$ cat config.mk
export PLATFORM = sky130hd
export DESIGN_NAME = conv3x3_window_engine_flat
export DESIGN_NICKNAME = d
export VERILOG_FILES = /design/src/rtl/conv3x3_window_engine_if.sv /design/src/rtl/conv3x3_window_engine.sv /design/src/flat_wrapper.sv
export SDC_FILE = /design/constraint.sdc
export NUM_CORES = 2
export LEC_CHECK = 0
export CAP_MARGIN = 20
export CELL_PAD_IN_SITES_DETAIL_PLACEMENT = 0
export CELL_PAD_IN_SITES_GLOBAL_PLACEMENT = 2
export CORE_AREA = 2 2 428 430
export DETAILED_ROUTE_END_ITERATION = 12
export DIE_AREA = 0 0 430 432
export PLACE_DENSITY_LB_ADDON = 0.1
export SKIP_LAST_GASP = 1
export SLEW_MARGIN = 0
export SYNTH_ARGS = -nofsm -noshare
export SYNTH_HDL_FRONTEND = slang
export SYNTH_SLANG_ARGS = --single-unit
$ cat constraint.sdc
create_clock -name clk -period 7.4 [get_ports clk]
set_input_delay 2.22 -clock clk [delete_from_list [all_inputs] [get_ports clk]]
set_output_delay 2.22 -clock clk [all_outputs]
set_load 0.005 [all_outputs]
$ cat src/rtl/conv3x3_window_engine_if.sv
`default_nettype none
// ============================================================================
// Module      : conv3x3_window_engine_if
// Description : Window / coefficient / filtered-pixel bundle for the 3x3
//               convolution engine.
//               master : window source + coefficient writer (drives inputs)
//               slave  : convolution engine (drives out_*)
//   in_pixels  [8:0][15:0] 3x3 RGB565 window, [0..2] top L/C/R, [3..5] mid,
//                          [6..8] bottom
//   in_valid               in_pixels holds a new window this cycle
//   coef_we/addr/data      coefficient write port (addr 0..8, signed data)
//   out_pixel              filtered RGB565 pixel
//   out_valid              out_pixel valid this cycle
//   out_eol                last column of a line (qualified by out_valid)
// Revision    : 1.0 - initial release
// ============================================================================
interface conv3x3_window_engine_if;
  logic [8:0][15:0] in_pixels;
  logic             in_valid;
  logic             coef_we;
  logic [3:0]       coef_addr;
  logic [7:0]       coef_data;
  logic [15:0]      out_pixel;
  logic             out_valid;
  logic             out_eol;

  modport master (
    output in_pixels, in_valid, coef_we, coef_addr, coef_data,
    input  out_pixel, out_valid, out_eol
  );

  modport slave (
    input  in_pixels, in_valid, coef_we, coef_addr, coef_data,
    output out_pixel, out_valid, out_eol
  );
endinterface
`default_nettype wire

$ cat src/rtl/conv3x3_window_engine.sv
`default_nettype none
// ============================================================================
// Module      : conv3x3_window_engine
// Description : Per-channel signed 3x3 convolution on RGB565 windows with
//               shift normalisation, clamp and repack. Fixed 3-cycle latency
//               (window sampled at edge N -> out_valid at edge N+3), valid-only,
//               no backpressure.
// Ports       : clk    - single clock
//               reset  - synchronous, active-high
//               bus    - conv3x3_window_engine_if.slave (window in, coefficient
//                        write port, filtered pixel out)
// Parameters  : LINE_WIDTH - windows per line (output column wrap)
//               SHIFT      - arithmetic right shift of each channel sum
// Option      : CONV_BORDER_ZERO_EN - when defined, columns 0 and LINE_WIDTH-1
//               output 0x0000 (their windows hold wrapped neighbours).
// Revision    : 1.0 - initial release
// ============================================================================
module conv3x3_window_engine #(
  parameter int LINE_WIDTH = 640,
  parameter int SHIFT      = 4
) (
  input  logic                    clk,
  input  logic                    reset,
  conv3x3_window_engine_if.slave  bus
);

  localparam int                   NTAP       = 9;
  localparam int                   NCH        = 3;   // 0=R, 1=G, 2=B
  localparam int                   COL_W      = (LINE_WIDTH > 1) ? $clog2(LINE_WIDTH) : 1;
  localparam logic [COL_W-1:0]     COL_LAST   = COL_W'(LINE_WIDTH - 1);
  localparam logic signed [7:0]    COEF_UNITY = 8'(1 << SHIFT);

  // Coefficient bank; identity kernel out of reset.
  logic signed [7:0]  coef_q [0:NTAP-1];

  logic signed [13:0] prod_d [0:NCH-1][0:NTAP-1];
  logic signed [13:0] prod_q [0:NCH-1][0:NTAP-1];
  logic signed [15:0] part_q [0:NCH-1][0:2];
  logic signed [17:0] tot_q  [0:NCH-1];
  logic               v1_q, v2_q, v3_q;

  logic [15:0]        out_pixel_q;
  logic               out_valid_q;
  logic               out_eol_q;
  logic [COL_W-1:0]   col_q;

  logic [15:0]        w_pix;
  logic               w_border;

  // The bank updates at the same edge that samples a window, so a window
  // presented together with a write still multiplies by the old value.
  always_ff @(posedge clk) begin
    if (reset) begin
      for (int i = 0; i < NTAP; i++) begin
        coef_q[i] <= (i == 4) ? COEF_UNITY : 8'sd0;
      end
    end else if (bus.coef_we && (bus.coef_addr <= 4'd8)) begin
      coef_q[bus.coef_addr] <= bus.coef_data;
    end
  end

  // S1 multipliers: channels zero-extended to 7-bit signed, so the product
  // (|max| = 63*128) fits 14 bits.
  for (genvar t = 0; t < NTAP; t++) begin : g_tap
    logic signed [6:0] chan [0:NCH-1];
    assign chan[0] = {2'b00, bus.in_pixels[t][15:11]};
    assign chan[1] = {1'b0,  bus.in_pixels[t][10:5]};
    assign chan[2] = {2'b00, bus.in_pixels[t][4:0]};
    for (genvar c = 0; c < NCH; c++) begin : g_ch
      assign prod_d[c][t] = 14'(chan[c]) * 14'(coef_q[t]);
    end
  end

  // Valid chain is the only reset pipeline state; data follows it.
  always_ff @(posedge clk) begin
    if (reset) begin
      v1_q <= 1'b0;
      v2_q <= 1'b0;
      v3_q <= 1'b0;
    end else begin
      v1_q <= bus.in_valid;
      v2_q <= v1_q;
      v3_q <= v2_q;
    end
  end

  always_ff @(posedge clk) begin
    if (bus.in_valid) begin
      prod_q <= prod_d;
    end
    if (v1_q) begin
      for (int c = 0; c < NCH; c++) begin
        for (int r = 0; r < 3; r++) begin
          part_q[c][r] <= 16'(prod_q[c][3*r]) + 16'(prod_q[c][3*r+1])
                        + 16'(prod_q[c][3*r+2]);
        end
      end
    end
    if (v2_q) begin
      for (int c = 0; c < NCH; c++) begin
        tot_q[c] <= 18'(part_q[c][0]) + 18'(part_q[c][1]) + 18'(part_q[c][2]);
      end
    end
  end

  function automatic logic [5:0] clamp_ch(input logic signed [17:0] v,
                                          input logic [5:0]         maxv);
    logic signed [17:0] s;
    s = v >>> SHIFT;
    if (s < 0) begin
      return 6'd0;
    end else if (s > $signed({12'd0, maxv})) begin
      return maxv;
    end else begin
      return s[5:0];
    end
  endfunction

  assign w_pix = {5'(clamp_ch(tot_q[0], 6'd31)),
                  clamp_ch(tot_q[1], 6'd63),
                  5'(clamp_ch(tot_q[2], 6'd31))};

  // The output column counter tracks the column of the window now leaving
  // S3, since every accepted window produces exactly one output in order.
`ifdef CONV_BORDER_ZERO_EN
  assign w_border = (col_q == '0) || (col_q == COL_LAST);
`else
  assign w_border = 1'b0;
`endif

  always_ff @(posedge clk) begin
    if (reset) begin
      out_pixel_q <= 16'h0000;
      out_valid_q <= 1'b0;
      out_eol_q   <= 1'b0;
      col_q       <= '0;
    end else begin
      out_valid_q <= v3_q;
      out_eol_q   <= v3_q && (col_q == COL_LAST);
      if (v3_q) begin
        out_pixel_q <= w_border ? 16'h0000 : w_pix;
        col_q       <= (col_q == COL_LAST) ? '0 : col_q + COL_W'(1);
      end
    end
  end

  assign bus.out_pixel = out_pixel_q;
  assign bus.out_valid = out_valid_q;
  assign bus.out_eol   = out_eol_q;

endmodule
`default_nettype wire

$ cat src/flat_wrapper.sv
// flat-port wrapper written by rule: the top's interface ports become plain ports
module conv3x3_window_engine_flat 
#(
  parameter int LINE_WIDTH = 640,
  parameter int SHIFT      = 4
)
  (clk, reset, bus_in_pixels, bus_in_valid, bus_coef_we, bus_coef_addr, bus_coef_data, bus_out_pixel, bus_out_valid, bus_out_eol);
  conv3x3_window_engine_if bus_i ();
  input  logic clk;
  input  logic reset;
  input wire logic [$bits(bus_i.in_pixels)-1:0] bus_in_pixels;
  input wire logic [$bits(bus_i.in_valid)-1:0] bus_in_valid;
  input wire logic [$bits(bus_i.coef_we)-1:0] bus_coef_we;
  input wire logic [$bits(bus_i.coef_addr)-1:0] bus_coef_addr;
  input wire logic [$bits(bus_i.coef_data)-1:0] bus_coef_data;
  output wire logic [$bits(bus_i.out_pixel)-1:0] bus_out_pixel;
  output wire logic [$bits(bus_i.out_valid)-1:0] bus_out_valid;
  output wire logic [$bits(bus_i.out_eol)-1:0] bus_out_eol;
  assign bus_i.in_pixels = bus_in_pixels;
  assign bus_i.in_valid = bus_in_valid;
  assign bus_i.coef_we = bus_coef_we;
  assign bus_i.coef_addr = bus_coef_addr;
  assign bus_i.coef_data = bus_coef_data;
  assign bus_out_pixel = bus_i.out_pixel;
  assign bus_out_valid = bus_i.out_valid;
  assign bus_out_eol = bus_i.out_eol;
  conv3x3_window_engine #(.LINE_WIDTH(LINE_WIDTH), .SHIFT(SHIFT)) u_core (.clk(clk), .reset(reset), .bus(bus_i));
endmodule
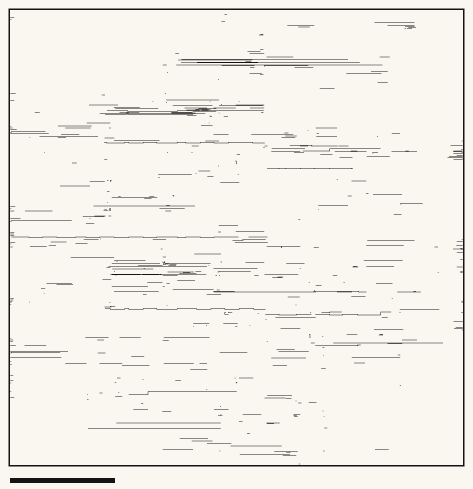
Fig. 1. The metal 3 layer.
The bar under the picture is 100 um long.
nets with wire on the layer: 270
main direction: horizontal
wire length on this layer: 7500 um
longest straight run: 196 um
via count of the routed design: 47300
GR met3 Demand/Resource: 2.95%
wirelength, routed: 187 mm

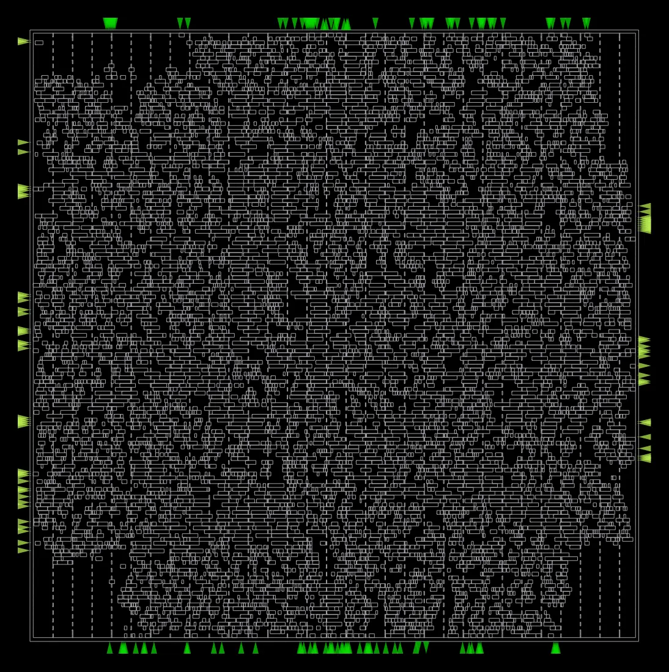
Fig. 2. Placed standard cells.
num sequential: 667
number of cell rows: 157
Final Util: 44.8%
Well-Tap Cells: 2385
number of non-filler instances in the completed layout: 9662

==> notes.md <==
Final layout
- **multi-input combinational cell area** 48900 um^2
- **cell area after layout** 81400 um^2

Final timing
- **worst slew pin tran** 1.01 ns
- **RSZ-0062 raised after global routing** no
- **share of the cycle needed by the critical path after routing** 84.9%
- **count of endpoints failing setup in the final report** 0
- **total count of max-transition violations in the final report** 0

Synthesis
- **share of synthesized area spent on multiplexers** 0.230%
- **top cell type by instance count after synthesis** sky130_fd_sc_hd__inv_1
- **post-synth net total** 8935
- **total of flip-flops plus latches after synthesis** 667
- **Main area contributors** sky130_fd_sc_hd__edfxtp_1 (26%), sky130_fd_sc_hd__fa_1 (25%), sky130_fd_sc_hd__ha_1 (15%)
- **compound-gate portion of the synthesized area** 6.56%
- **synthesized netlist cell count** 6980
- **area fraction in and, or, nand and nor cells** 13.8%
- **area of the synthesized netlist per yosys stat** 73900 um^2
- **Adder Area Share** 39.8%
- **XOR Share, Synth** 5.80%

Min path
- **launch point of the worst hold path** u_core.bus.out_pixel[14]
- **Worst Hold Path EP** u_core.bus.out_pixel[14]
- **worst hold path type** reg -> reg

Floorplanning
- **horizontal die dimension** 430 um
- **Initial Utilization** 40.7%
- **DIE HEIGHT** 432 um

Critical path
- **critical path's top delay family** adder cells
- **ordered list of cells on the worst path** clkdlybuf4s50_1, nand2_1, fa_1, fa_1, inv_1, fa_1, inv_1, fa_1, inv_1, ha_1, and3_1, o311a_1, a2111oi_4, a21oi_1, xnor2_1
- **cell depth of the worst setup path** 15
- **capture instance of the worst register-to-register path** u_core.prod_q[152]
- **buffer-and-inverter tally for the worst setup path** 4

Placed design
- **placed standard-cell area** 78500 um^2
- **placed instance count** 9489
- **count of buffers inserted at the top-level ports** 177

Drt
- **Routed wire per std cell** 19.4 um
- **average via count per standard cell** 4.89

Flow run
- **MaxCap Viol Count** 0
- **count of warning messages emitted by the tools** 53

CTS
- **post-cts hold buffer count** 0
- **CTS resizes** 0
- **count of clock tree sinks** 667

Power
- **Leak Pwr** 0.0370 uW
- **power consumption** 35100 uW
- **power density over the cells** 431 nW/um^2

Global route
- **initial antenna violation count** 35
- **total congestion overflow** 0

Status
- **run status** finished clean

[flip-flops by register name, summed over array words and instances (netlist names), 10 cells and up]
| name | flops |
|---|---|
| u_core.tot_q | 42 |
| u_core.coef_q | 72 |
| u_core.col_q | 10 |
| u_core.prod_q | 378 |
| u_core.bus.out_pixel | 16 |
| u_core.part_q | 144 |
[layout by cell type, fill, tap and decap left out, types with 48 or more instances in the layout]
master	n
sky130_fd_sc_hd__ha_1	868
sky130_fd_sc_hd__inv_1	1322
sky130_fd_sc_hd__xnor2_1	418
sky130_fd_sc_hd__and2_1	1020
sky130_fd_sc_hd__nand2_1	353
sky130_fd_sc_hd__fa_1	927
sky130_fd_sc_hd__nor2_1	261
sky130_fd_sc_hd__clkdlybuf4s50_1	169
sky130_fd_sc_hd__a21o_1	57
sky130_fd_sc_hd__edfxtp_1	636
sky130_fd_sc_hd__xor2_1	71
sky130_fd_sc_hd__o21ai_0	100
sky130_fd_sc_hd__o21a_1	48
sky130_fd_sc_hd__nor3_1	64
sky130_fd_sc_hd__clkbuf_16	89
sky130_fd_sc_hd__a21oi_1	289
[power by group]
part / internal (uW) / switching [uW] / leakage [uW]
sequential: 7150 / 1210 / 0.00640
combinational: 9760 / 12700 / 0.0293
clock: 2490 / 1730 / 0.00135
total: 19400 / 15700 / 0.0370
[cell type report]
class                           count  area share [%]
Timing Repair Buffer              205            2.44
Multi-Input combinational cell   4911            60.1
Clock inverter                     49           0.609
Tap cell                         2385            3.67
Clock buffer                      104            2.82
Sequential cell                   667            24.2
Antenna cell                       19          0.0584
Inverter                         1322            6.10
[layer usage]
layer  vias up  global-route usage [%]  routed length [um]
li1      22900                       -                   -
met1     23500                    27.9               84300
met2       693                    34.8               90000
met3       187                    2.95                7500
met4         4                    6.21                5280
met5         -                       0                  25
No activity file was given, so power comes from the tool's default toggle rates.
